Cell sizes after repair:
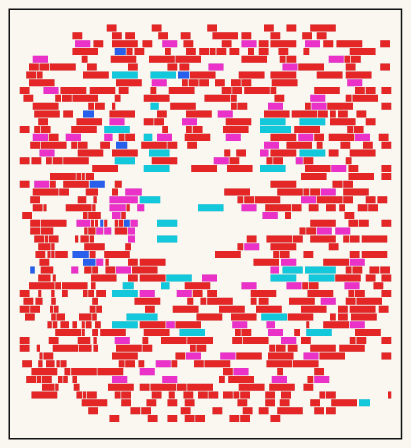
Cell classes on the final placement:
The bar under the picture is 50 microns long.
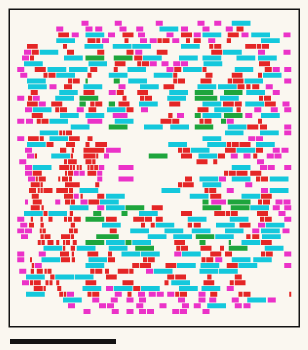
Wire density map:
The bar under the picture is 50 microns long. 27 x 30 tiles, from dark purple (low) to yellow (high), scaled to the fullest tile. Values are wire area over tile area, all layers added.
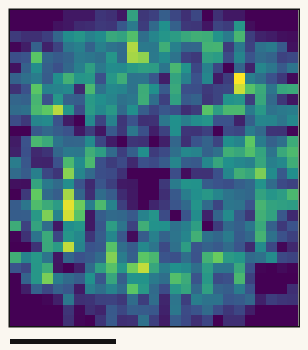
Congestion heat map:
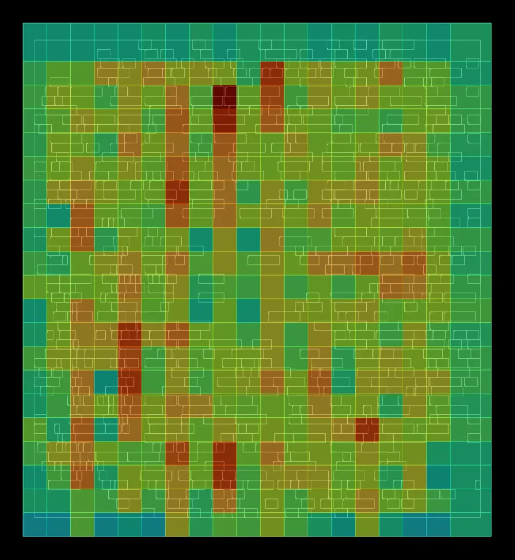
==> src/rtl/sram_in_rd_pkg.sv <==
`default_nettype none
// ============================================================
// Package : sram_in_rd_pkg
// Desc    : Shared types and constants for the input-SRAM read sequencer.
// Rev     : 1.0
// ============================================================
package sram_in_rd_pkg;

  localparam int SKID_DEPTH   = 2;
  localparam int SKID_CNT_W   = $clog2(SKID_DEPTH + 1);
  localparam int DEF_SRAM_BIT = 64;
  localparam int DEF_ADDR_W   = 4;

  typedef enum logic [1:0] {
    ST_IDLE  = 2'd0,
    ST_READ  = 2'd1,
    ST_DRAIN = 2'd2,
    ST_DONE  = 2'd3
  } rd_state_e;

endpackage
`default_nettype wire

==> src/rtl/sram_in_rd_skid.sv <==
`default_nettype none
// ============================================================
// Module : sram_in_rd_skid
// Desc   : 2-entry skid FIFO with the head held in a register.
// Rev    : 1.0
// ============================================================
module sram_in_rd_skid
  import sram_in_rd_pkg::*;
#(
  parameter int W = DEF_SRAM_BIT
) (
  input  logic                  clk,
  input  logic                  reset_n,
  input  logic                  i_push,
  input  logic [W-1:0]          i_din,
  input  logic                  i_pop,
  output logic [W-1:0]          o_head,
  output logic [SKID_CNT_W-1:0] o_cnt
);

  logic [W-1:0]          r_head;
  logic [W-1:0]          r_tail;
  logic [SKID_CNT_W-1:0] r_cnt;

  // The head slot always holds the oldest word; the tail slot shifts in on pop.
  always_ff @(posedge clk or negedge reset_n) begin
    if (!reset_n) begin
      r_head <= '0;
      r_tail <= '0;
      r_cnt  <= '0;
    end else begin
      case ({i_push, i_pop})
        2'b10: begin
          if (r_cnt == '0) r_head <= i_din;
          else             r_tail <= i_din;
          r_cnt <= r_cnt + 1'b1;
        end
        2'b01: begin
          r_head <= r_tail;
          r_cnt  <= r_cnt - 1'b1;
        end
        2'b11: begin
          if (r_cnt == SKID_CNT_W'(1)) begin
            r_head <= i_din;
          end else begin
            r_head <= r_tail;
            r_tail <= i_din;
          end
        end
        default: ;
      endcase
    end
  end

  assign o_head = r_head;
  assign o_cnt  = r_cnt;

endmodule
`default_nettype wire

==> src/rtl/sram_in_reader.sv <==
`default_nettype none
// ============================================================
// Module : sram_in_reader
// Desc   : Burst read sequencer for the input-activation SRAM feeding a
//          valid/ready stream through a skid buffer. Defining
//          SRAM_IN_RD_PERF_EN adds the stall_cnt back-pressure counter.
// Rev    : 1.0
// ============================================================
module sram_in_reader
  import sram_in_rd_pkg::*;
#(
  parameter int SRAM_BIT = DEF_SRAM_BIT,
  parameter int ADDR_W   = DEF_ADDR_W
) (
  input  logic                clk,
  input  logic                reset_n,
  input  logic                start,
  input  logic [ADDR_W-1:0]   base,
  input  logic [ADDR_W:0]     len,
  output logic                busy,
  output logic                done,
  output logic                sram_cen,
  output logic                sram_wen,
  output logic [ADDR_W-1:0]   sram_a,
  input  logic [SRAM_BIT-1:0] sram_q,
  output logic [SRAM_BIT-1:0] out_data,
  output logic                out_valid,
  input  logic                out_ready
`ifdef SRAM_IN_RD_PERF_EN
  ,
  output logic [15:0]         stall_cnt
`endif
);

  localparam logic [ADDR_W:0] c_DEPTH = {1'b1, {ADDR_W{1'b0}}};

  rd_state_e             r_state;
  rd_state_e             w_next;
  logic [ADDR_W-1:0]     r_addr;
  logic [ADDR_W:0]       r_rem;
  logic                  r_pend;
  logic [SKID_CNT_W-1:0] w_cnt;
  logic [ADDR_W:0]       w_len_clamped;
  logic [2:0]            w_occ;
  logic                  w_pop;
  logic                  w_credit;
  logic                  w_issue;
  logic                  w_start_ok;

  assign w_len_clamped = (len > c_DEPTH) ? c_DEPTH : len;
  assign w_start_ok    = start && (r_state == ST_IDLE);
  assign out_valid     = (w_cnt != '0);
  assign w_pop         = out_valid && out_ready;

  // Occupancy after this cycle's pop, counting the word still in the SRAM pipe.
  assign w_occ    = 3'(w_cnt) + {2'b00, r_pend};
  assign w_credit = (w_occ - {2'b00, w_pop}) < 3'd2;

  always_ff @(posedge clk or negedge reset_n) begin
    if (!reset_n) r_state <= ST_IDLE;
    else          r_state <= w_next;
  end

  always_comb begin
    w_next = r_state;
    case (r_state)
      ST_IDLE:  if (start) w_next = (w_len_clamped == '0) ? ST_DONE : ST_READ;
      ST_READ:  if (w_issue && (r_rem == (ADDR_W+1)'(1))) w_next = ST_DRAIN;
      ST_DRAIN: if (!r_pend && (w_cnt == SKID_CNT_W'(w_pop))) w_next = ST_DONE;
      ST_DONE:  w_next = ST_IDLE;
      default:  w_next = ST_IDLE;
    endcase
  end

  always_comb begin
    busy     = (r_state != ST_IDLE);
    done     = (r_state == ST_DONE);
    w_issue  = (r_state == ST_READ) && (r_rem != '0) && w_credit;
    sram_cen = !w_issue;
  end

  assign sram_wen = 1'b1;
  assign sram_a   = r_addr;

  always_ff @(posedge clk or negedge reset_n) begin
    if (!reset_n) begin
      r_addr <= '0;
      r_rem  <= '0;
      r_pend <= 1'b0;
    end else begin
      r_pend <= w_issue;
      if (w_start_ok) begin
        r_addr <= base;
        r_rem  <= w_len_clamped;
      end else if (w_issue) begin
        r_addr <= r_addr + 1'b1;
        r_rem  <= r_rem - 1'b1;
      end
    end
  end

  sram_in_rd_skid #(
    .W (SRAM_BIT)
  ) u_skid (
    .clk     (clk),
    .reset_n (reset_n),
    .i_push  (r_pend),
    .i_din   (sram_q),
    .i_pop   (w_pop),
    .o_head  (out_data),
    .o_cnt   (w_cnt)
  );

`ifdef SRAM_IN_RD_PERF_EN
  logic [15:0] r_stall;

  always_ff @(posedge clk or negedge reset_n) begin
    if (!reset_n)                                          r_stall <= '0;
    else if (w_start_ok)                                   r_stall <= '0;
    else if (out_valid && !out_ready && r_stall != 16'hFFFF) r_stall <= r_stall + 1'b1;
  end

  assign stall_cnt = r_stall;
`endif

endmodule
`default_nettype wire

==> config.mk <==
export PLATFORM = sky130hd
export DESIGN_NAME = sram_in_reader
export DESIGN_NICKNAME = d
export VERILOG_FILES = /design/src/rtl/sram_in_rd_pkg.sv /design/src/rtl/sram_in_rd_skid.sv /design/src/rtl/sram_in_reader.sv
export SDC_FILE = /design/constraint.sdc
export NUM_CORES = 1
export LEC_CHECK = 0
export CAP_MARGIN = 15
export CORE_ASPECT_RATIO = 1.1
export CORE_MARGIN = 3
export CORE_UTILIZATION = 35
export CTS_BUF_LIST = sky130_fd_sc_hd__clkbuf_16
export CTS_CLUSTER_DIAMETER = 60
export DETAILED_ROUTE_END_ITERATION = 8
export PLACE_DENSITY_LB_ADDON = 0.08
export SYNTH_ARGS = -nofsm -noshare
export SYNTH_HDL_FRONTEND = slang
export SYNTH_SLANG_ARGS = --single-unit
==> constraint.sdc <==
create_clock -name clk -period 4 [get_ports clk]
set_input_delay 1 -clock clk [delete_from_list [all_inputs] [get_ports clk]]
set_output_delay 1 -clock clk [all_outputs]
set_load 0.02 [all_outputs]
==> run summary <==
status: finished clean
Post-synth EDFFs: 0
Crit Path Class: in2out
fmax: 0.261 GHz
flops out of synthesis: 142
FF+latch area: 0.00355 sq mm
final WL: 15.7 mm
n_diodes: 0
vias in the first global route: 4778
Net Count, Synth: 557
Worst setup EP type: output pin
Combinational Area: 0.00268 sq mm
synthesized cell area: 0.00651 sq mm
CTS sink cnt: 142
Well Taps: 238
CTS tree: built
number of vias per cell: 4.97
Layout Cells excl Fill: 869
ys async rst share: 100%
Core Util at FP: 36.2%
TNS Setup: 0 ns
WL/cell: 18.1 microns
Seq/Total Area, Yosys: 54.5%
setup repair after global routing missed its margin: false
Die Area: 0.0203 sq mm
initial DRC count: 217
Logic inverters: 15
Remaining DRCs: 0
reg-to-reg critical path startpoint: u_skid.o_cnt[1]
Hold Vio Cnt, Final: 0
Max Clock Skew: 0.00530 ns
IO buf count: 148
Seq area share: 40.1%
synth cell count leaders: dfrtp_1, and2_1, a221o_1, mux2_4, inv_1
Seq pwr share: 34.7%
Switching Share: 33.9%
P_sw: 2.53 mW
clock root buffer master: clkbuf_16
count leader, synth: dfrtp_1
Final Wtd Congestion: 0.758
number of setup buffers added after CTS: 0
CTS Buf Count: 17
Die H: 149 microns
CP max FO: 3
Critical Path RT: 3.00 ns
fin crit share: 95.6%
clock share of power: 21.9%
Synth area leader: dfrtp_1
cells after synthesis: 466
clock network area share: 6.91%
initial antenna violation count: 0
seq_cells: 142
critical path launch point: out_ready
hold_buf cts: 0
Fin Hold WS: 0.505 ns
Leak: 3.83 nW
P_seq: 2.58 mW
Leading cell kind: flip-flops and latches
synth top area cells: dfrtp_1, mux2_4, a221o_1
routed via count: 4319
Detailed Routing Iterations Pass 1: 4
clk ins delay skew pair: 0.41 ns
I/O pins: 150
buffer share of cell area: 18.7%
Worst-Margin Slew: 0.629 ns
Filler Cell Count: 1618
Final setup viols: 0
Syn Area/Cell: 14.0 sq um
global-route wire length before repair: 25.7 mm
clk slew on worst S/H paths: 0.06 ns
placed instance area: 0.00824 sq mm
fin nets: 709
Pwr Total: 7.45 mW
number of logic gates: 280
-- 'cell sizes after repair' (at the start) --
colour	size	cells	share
cyan	_6 and larger	31	4.9%
blue	_2 cells	10	1.6%
magenta	_3 and _4 cells	79	13%
red	_0 and _1 cells	511	81%
Finished Cell Area: 0.00886 sq mm
Layout area overhead: 35.9%
Signal buffers: 162
worst setup margin: 0.175 ns

-- 'cell classes on the final placement' (at the start) --
colour	class	cells
red	combinational and other logic	295
magenta	remaining buffers and delay cells	162
green	clock drivers and dummy loads	32
cyan	sequential cells	142

-- 'wire density map' (at the start) --
nearly empty tiles	10%
fullest tile	0.37
mean over tiles	0.12

-- 'congestion heat map' (at the start) --
GRT Overall Usage: 16.1%
GR Layer Usage met3: 4.82%
post-layout util: 49.2%
routing usage on met1: 21.4%
Top Usage Layer GRT: met2

## cells in the final DEF, fill, tap and decap left out, drive strengths merged, types with 3 or more instances in the layout
cell type,netlist,final
clkdlybuf4s50,0,146
dfrtp,142,142
and2,65,65
a221o,64,64
mux2,64,64
inv,15,19
clkbuf,8,18
buf,21,15
ha,13,13
o21ai,12,12
nand2,8,8
nor2,7,7
or3,7,7
clkinv,0,7
nand3,5,5
a31oi,5,5
mux2i,4,4
xnor2,4,4
a21oi,4,4
bufinv,0,3
## worst paths after layout
check | slack, ns | cells after the start | end
max reg2reg | 1.16 | 11 | r_rem[4]
min | 0.50 | 1 | u_skid.o_head[34]
max | 0.17 | 8 | sram_cen
min reg2reg | 0.50 | 1 | u_skid.o_head[34]
max in group asynchronous | 2.57 | 2 | u_skid.r_tail[33]
min in group asynchronous | 0.56 | 1 | u_skid.o_head[23]
## layer usage
metal / vias up / share of wire, %
met1: 2192 / 46
met3: 10 / 4.7
met4: 0 / 0.95
met5: - / 0
met2: 100 / 48
li1: 2017 / -
## sequential cells by signal (all words and copies together) (netlist names)
name	cells
r_rem	5
u_skid.r_tail	64
u_skid.o_head	64
u_skid.o_cnt	2
r_state	2
sram_a	4
r_pend	1
## cell families after synthesis
| family | synth area share [%] |
|---|---|
| flip-flops | 54.5 |
| AND/OR/NAND/NOR | 9.49 |
| AND-OR/OR-AND | 12.7 |
| multiplexers | 15.1 |
| buffers and inverters | 4.61 |
| adder cells (fa/ha/maj) | 2.80 |
| XOR/XNOR | 0.672 |
| other | 0.0576 |
## critical path, cell delays in order
cell	delay [ns]
clkdlybuf4s50_1	0.55
nand2b_4	0.08
nor2_1	0.14
o21ai_0	0.15
fa_1	0.44
xnor2_2	0.17
nand4_2	0.13
clkbuf_2	0.17
Power is estimated from default activity; no workload was simulated.
